Figure 1. The clock network (run 1).
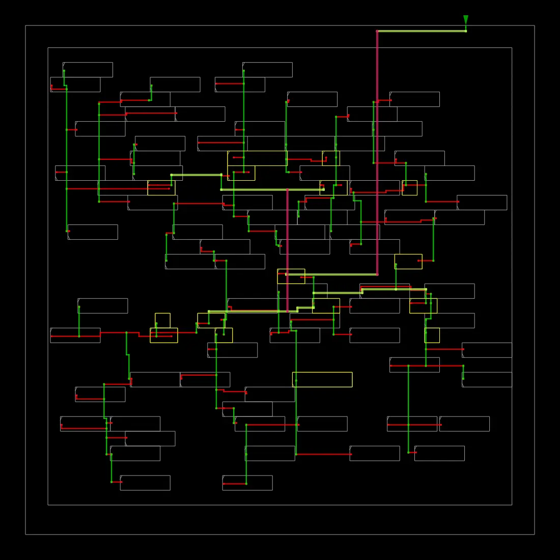
Figure 2. Metal layers overlaid (run 1).
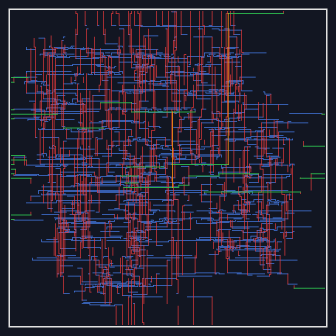
Figure 3. Gate-type map (run 1).
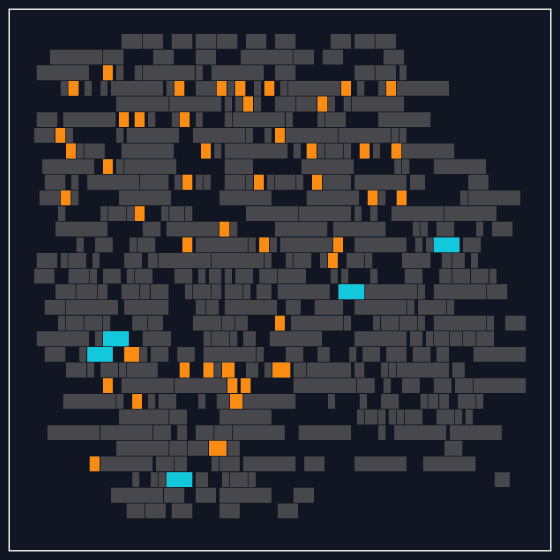
<file path="src/rtl/imem_loader_pkg.sv">
// Shared definitions for the instruction-memory loader and its host-side frame generator.
//   BYTE_W / WORD_W : stream byte and memory word widths
//   SYNC_BYTE       : frame start marker
//   state_t         : loader FSM state encoding
package imem_loader_pkg;

  localparam int unsigned BYTE_W = 8;
  localparam int unsigned WORD_W = 32;

  localparam logic [BYTE_W-1:0] SYNC_BYTE = 8'hA5;

  typedef enum logic [1:0] {
    IDLE  = 2'd0,
    COUNT = 2'd1,
    DATA  = 2'd2,
    CHECK = 2'd3
  } state_t;

endpackage

</file>
<file path="src/rtl/imem_word_packer.sv">
// Packs an MSB-first byte stream into 32-bit words.
//   clk, reset  : clock, async active-low reset
//   clr         : start of frame, realign to byte 0
//   byte_valid  : byte_in is a data byte to shift in
//   byte_in     : data byte
//   word        : assembled word (stable during the word_ready cycle)
//   word_ready  : one-cycle pulse the cycle after the 4th byte of a word
//   last_byte_c : combinational, current byte completes a word
module imem_word_packer
  import imem_loader_pkg::*;
(
  input  logic              clk,
  input  logic              reset,
  input  logic              clr,
  input  logic              byte_valid,
  input  logic [BYTE_W-1:0] byte_in,
  output logic [WORD_W-1:0] word,
  output logic              word_ready,
  output logic              last_byte_c
);

  logic [1:0] byte_cnt;

  assign last_byte_c = byte_valid && (byte_cnt == 2'd3);

  // Shift register, byte position and word-complete pulse
  always_ff @(posedge clk or negedge reset) begin
    if (!reset) begin
      word       <= '0;
      byte_cnt   <= '0;
      word_ready <= 1'b0;
    end else begin
      word_ready <= 1'b0;
      if (clr) begin
        word     <= '0;
        byte_cnt <= '0;
      end else if (byte_valid) begin
        word       <= {word[WORD_W-BYTE_W-1:0], byte_in};
        byte_cnt   <= byte_cnt + 2'd1;
        word_ready <= last_byte_c;
      end
    end
  end

endmodule

</file>
<file path="src/rtl/imem_loader.sv">
// Fills the CPU instruction memory from a framed byte stream:
//   SYNC(A5), N, N words MSB first, CHK (XOR of all data bytes).
//   clk, reset          : clock, async active-low reset
//   rx_data, rx_valid   : received byte stream
//   wr_en/addr/data     : one-cycle word write to instruction memory
//   cpu_hold            : CPU stalled while loading and after a failed load
//   busy                : FSM not idle
//   load_done/load_err  : sticky result of the last frame
module imem_loader
  import imem_loader_pkg::*;
#(
  parameter int unsigned ROM_SIZE    = 32,
  parameter int unsigned ADDR_W      = 5,
  parameter int unsigned TIMEOUT_CYC = 100000
) (
  input  logic              clk,
  input  logic              reset,
  input  logic [BYTE_W-1:0] rx_data,
  input  logic              rx_valid,
  output logic              wr_en,
  output logic [ADDR_W-1:0] wr_addr,
  output logic [WORD_W-1:0] wr_data,
  output logic              cpu_hold,
  output logic              busy,
  output logic              load_done,
  output logic              load_err
);

  localparam int unsigned TMR_W = $clog2(TIMEOUT_CYC + 1);

  state_t            state, state_d;
  logic              hold_d, done_d, err_d;
  logic              start_c, n_ld_c, expire_c, data_byte_c, last_byte_c;
  logic [ADDR_W-1:0] n_last;
  logic [BYTE_W-1:0] chk;
  logic [TMR_W-1:0]  tmr;

  assign data_byte_c = rx_valid && (state == DATA);
  // A byte in the expiry cycle wins over the timeout
  assign expire_c    = (state != IDLE) && !rx_valid && (tmr == TMR_W'(TIMEOUT_CYC - 1));

  imem_word_packer u_packer (
    .clk         (clk),
    .reset       (reset),
    .clr         (start_c),
    .byte_valid  (data_byte_c),
    .byte_in     (rx_data),
    .word        (wr_data),
    .word_ready  (wr_en),
    .last_byte_c (last_byte_c)
  );

  // Next state and next values of the sticky status outputs
  always_comb begin
    state_d = state;
    hold_d  = cpu_hold;
    done_d  = load_done;
    err_d   = load_err;
    start_c = 1'b0;
    n_ld_c  = 1'b0;
    case (state)
      IDLE: begin
        if (rx_valid && (rx_data == SYNC_BYTE)) begin
          state_d = COUNT;
          hold_d  = 1'b1;
          done_d  = 1'b0;
          err_d   = 1'b0;
          start_c = 1'b1;
        end
      end
      COUNT: begin
        if (rx_valid) begin
          if ((rx_data == '0) || (rx_data > BYTE_W'(ROM_SIZE))) begin
            state_d = IDLE;
            err_d   = 1'b1;
          end else begin
            state_d = DATA;
            n_ld_c  = 1'b1;
          end
        end
      end
      DATA: begin
        // Last word completes: its write issues next cycle while CHK may already arrive
        if (last_byte_c && (wr_addr == n_last)) state_d = CHECK;
      end
      CHECK: begin
        if (rx_valid) begin
          state_d = IDLE;
          if (rx_data == chk) begin
            done_d = 1'b1;
            hold_d = 1'b0;
          end else begin
            err_d = 1'b1;
          end
        end
      end
      default: state_d = IDLE;
    endcase
    if (expire_c) begin
      state_d = IDLE;
      err_d   = 1'b1;
    end
  end

  // State, status, word index, checksum and inter-byte timer
  always_ff @(posedge clk or negedge reset) begin
    if (!reset) begin
      state     <= IDLE;
      cpu_hold  <= 1'b0;
      busy      <= 1'b0;
      load_done <= 1'b0;
      load_err  <= 1'b0;
      wr_addr   <= '0;
      n_last    <= '0;
      chk       <= '0;
      tmr       <= '0;
    end else begin
      state     <= state_d;
      cpu_hold  <= hold_d;
      busy      <= (state_d != IDLE);
      load_done <= done_d;
      load_err  <= err_d;
      if ((state_d == IDLE) || rx_valid) tmr <= '0;
      else                               tmr <= tmr + TMR_W'(1);
      if (n_ld_c) n_last <= ADDR_W'(rx_data - 8'd1);
      if (start_c) begin
        wr_addr <= '0;
        chk     <= '0;
      end else begin
        if (data_byte_c) chk <= chk ^ rx_data;
        // The last word's write happens in CHECK, so the index stays within N-1
        if (wr_en && (state == DATA)) wr_addr <= wr_addr + ADDR_W'(1);
      end
    end
  end

endmodule

</file>
<file path="config.mk">
export PLATFORM = sky130hd
export DESIGN_NAME = imem_loader
export DESIGN_NICKNAME = d
export VERILOG_FILES = /design/src/rtl/imem_loader_pkg.sv /design/src/rtl/imem_word_packer.sv /design/src/rtl/imem_loader.sv
export SDC_FILE = /design/constraint.sdc
export NUM_CORES = 1
export LEC_CHECK = 0
export CORE_MARGIN = 4
export CORE_UTILIZATION = 48
export CTS_BUF_LIST = sky130_fd_sc_hd__clkbuf_4 sky130_fd_sc_hd__clkbuf_8 sky130_fd_sc_hd__clkbuf_16
export CTS_CLUSTER_SIZE = 30
export DETAILED_ROUTE_END_ITERATION = 16
export PLACE_DENSITY = 0.72
export SYNTH_ARGS = -nofsm -noshare
export SYNTH_HDL_FRONTEND = slang
export SYNTH_SLANG_ARGS = --single-unit
</file>
<file path="constraint.sdc">
create_clock -name clk -period 4.94 [get_ports clk]
set_clock_uncertainty 0.1 [all_clocks]
set_input_delay 1.482 -clock clk [delete_from_list [all_inputs] [get_ports clk]]
set_output_delay 1.482 -clock clk [all_outputs]
set_load 0.05 [all_outputs]
</file>
==> Slide: Implementation Results, run 1 <==
Flow Results at a Glance

Run status
  – Status: finished, final reports clean

Critical path
  – Launch point of the worst reg-to-reg path: tmr[0]
  – Crit path depth: 6
  – WP buf/inv: 2
  – Cell count of the worst reg-to-reg path: 6
  – Startpoint types: input pin

Clock network
  – CTS resizes: 0
  – CTS tree: yes

Final layout
  – Largest registers: u_packer.word (32), tmr (17), chk (8)
  – Final cell count without fillers: 512
  – Nets: 424

Drt
  – Initial DRC count: 90
  – Vias per Instance: 5.03
  – Antenna viol nets, final: 0
  – Post-Route M1 WL: 3390 um

Power and ir drop
  – Total internal power: 983 uW
  – Worst IR drop on VDD: 0.000200 V
  – Leak Pwr: 1.85 nW

Place
  – Post-placement cell area: 4080 um2
  – DP Cell Count: 496
  – Placement-stage worst setup slack: 1.19 ns

Floorplanning
  – Rows: 31
  – Die H: 93.9 um

Synthesis
  – Floorplan Nets: 376
  – Yosys stat cell total: 360
  – Most area-hungry cell type in the Yosys netlist: dfrtp_1
  – Commonest cells post-synth: nand2_1 (78), dfrtp_1 (76), nor2_1 (44), a21oi_1 (39), xor2_1 (29)
  – Post-synth seq share: 0.537

Timing
  – Max-slew violations: 0
  – RSZ-0062 raised after global routing: no

Worst hold path
  – Hold Path Sink: tmr[0]
  – Hold Path Depth: 1

Global routing
  – GR peak layer: met2
About Figure 1:
TritonCTS buffer count: 9
Clock Latency Late Sink: 0.34 ns
P_clk: 524 uW

About Figure 2:
legend:
  orange:
    layer: met4
    wire_length: 67.3 um
  blue:
    layer: met1
    wire_length: 3390 um
  green:
    layer: met3
    wire_length: 233 um
  red:
    layer: met2
    wire_length: 3650 um
vias: 2574
All-Layer GR Usage: 0.175
DRT Wirelength: 7340 um
routed length per instance: 14.3 um

About Figure 3:
legend:
  orange:
    family: inverting AOI/OAI gates
    cells: 46
  cyan:
    family: adder and majority cells
    cells: 5

run 1: final cells by class:
| class | count | area (um2) | share of cell area |
|---|---|---|---|
| Clock buffer | 9 | 124 | 0.0288 |
| Clock inverter | 7 | 100 | 0.0233 |
| Inverter | 5 | 18.8 | 0.00436 |
| Multi-Input combinational cell | 261 | 1490 | 0.347 |
| Sequential cell | 76 | 1900 | 0.442 |
| Tap cell | 99 | 124 | 0.0288 |
| Timing Repair Buffer | 55 | 541 | 0.126 |
run 1: kinds of logic (layout without fill, tap and decap cells):
group                      count (synthesis)  count (layout)  synth area share
DFF                                       76              76             0.537
AOI/OAI and AO/OA                         47              47            0.0707
buffers and inverters                     23              76            0.0403
xor gates and xnor gates                  44              44             0.109
and+or+nand+nor                          163             163             0.218
adders and majority gates                  5               5            0.0177
muxes                                      2               2           0.00707
Figure 4. Clock wires, drivers and flops (run 1).
Scale bar: 20 um.
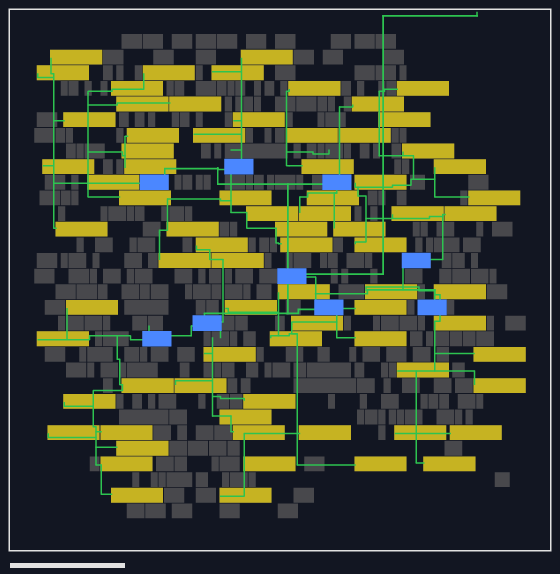

## Run 2: what changed since run 1
PLACE_DENSITY = 0.75   (was 0.72)
clock period = 2.9 ns   (was 4.94 ns; I/O delays follow)
Figure 5. Clock wires, drivers and flops (run 2).
Scale bar: 20 um.
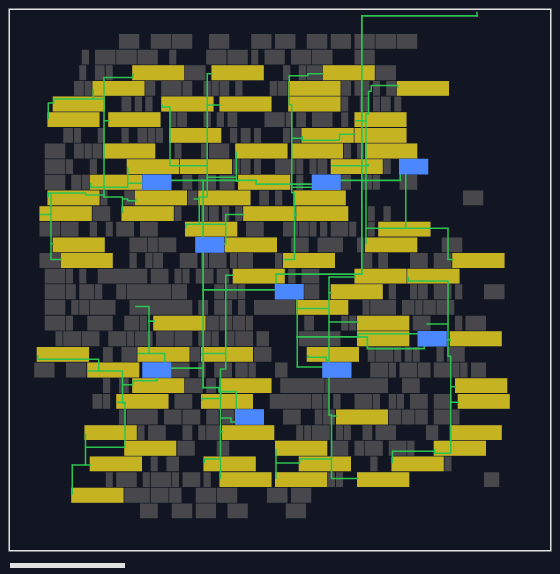
legend:
  green:
    item: clock wires
    length: 858 um
  blue:
    item: cells driving clock nets
    count: 9
  yellow:
    item: flip-flops
    count: 76
routed clock nets: 10
clock share of power: 0.391
P_clk: 893 uW

Figure 6. Wires at chosen ports, followed through buffers (run 2).
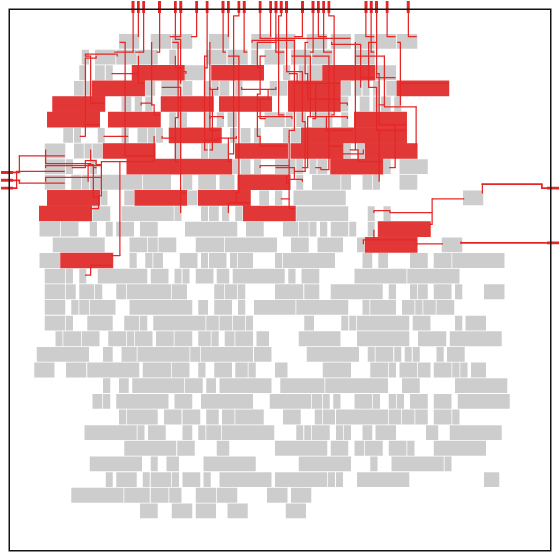
legend:
  red:
    port: wr_data
    direction: output
    edge: 27 top, 3 left, 2 right
    end_cells: 32
    buffers: 32
    wire: 1080 um
io pins: 53
I/O Buffers: 52

==> Slide: Implementation Results, run 2 <==
Flow Results at a Glance

Final layout
  – Nets: 432
  – Largest registers: u_packer.word (32), tmr (17), chk (8)
  – Final cell count without fillers: 520

Power and ir drop
  – Worst IR drop on VDD: 0.000362 V
  – Total internal power: 1.68 mW
  – Leak Pwr: 1.91 nW

Run status
  – Status: finished, final reports clean

Clock network
  – TritonCTS buffer count: 9
  – CTS resizes: 0
  – CTS tree: yes
  – Clock Latency Late Sink: 0.35 ns

Synthesis
  – Commonest cells post-synth: nand2_1 (78), dfrtp_1 (76), nor2_1 (44), a21oi_1 (39), xor2_1 (29)
  – Post-Synth AOI/OAI Area: 0.0707
  – Yosys stat cell total: 360
  – Most area-hungry cell type in the Yosys netlist: dfrtp_1
  – Post-synth seq share: 0.537
  – Synth logic family: simple AND/OR/NAND/NOR gates
  – Yosys adder share: 0.0177
  – Floorplan Nets: 376
  – Synth mux share: 0.00707
  – Basic Gates by Area: 0.218

Drt
  – Routed length per instance: 14.2 um
  – Vias per Instance: 5.02
  – DRT Wirelength: 7360 um
  – Vias: 2609
  – Post-Route M1 WL: 3240 um
  – Antenna viol nets, final: 0

Place
  – DP Cell Count: 504
  – Post-placement cell area: 4180 um2
  – Placement-stage worst setup slack: -0.00644 ns

Critical path
  – Startpoint types: input pin
  – WP buf/inv: 3
  – Launch point of the worst reg-to-reg path: state[1]
  – Crit path depth: 9

Floorplanning
  – Rows: 31
  – Die H: 93.9 um

Timing
  – Max-slew violations: 0
## run 2: cell counts after synthesis
Identical to the previous run, type by type.
## run 2: cells by family after synthesis
family                   after synthesis
AND/OR/NAND/NOR                      163
flip-flops                            76
AND-OR/OR-AND                         47
XOR/XNOR                              44
buffers and inverters                 23
adder cells (fa/ha/maj)                5
multiplexers                           2
## run 2: cell type report
| class | instances | area [um2] |
|---|---|---|
| fill | 645 | 2820 |
| sequential | 76 | 1900 |
| multi-input combinational | 261 | 1490 |
| timing repair buffer | 63 | 638 |
| clock buffer | 9 | 124 |
| tap | 99 | 124 |
| clock inverter | 7 | 98.8 |
| inverter | 5 | 18.8 |
## run 2: per-stage QoR
step,utilization,setup TNS [ns]
final,0.610,0
after global placement,0.579,0
after floorplan,-,0
after detailed placement,0.579,-0.00644
after global routing,0.610,0
after CTS,0.610,0
Power is estimated from default activity; no workload was simulated.
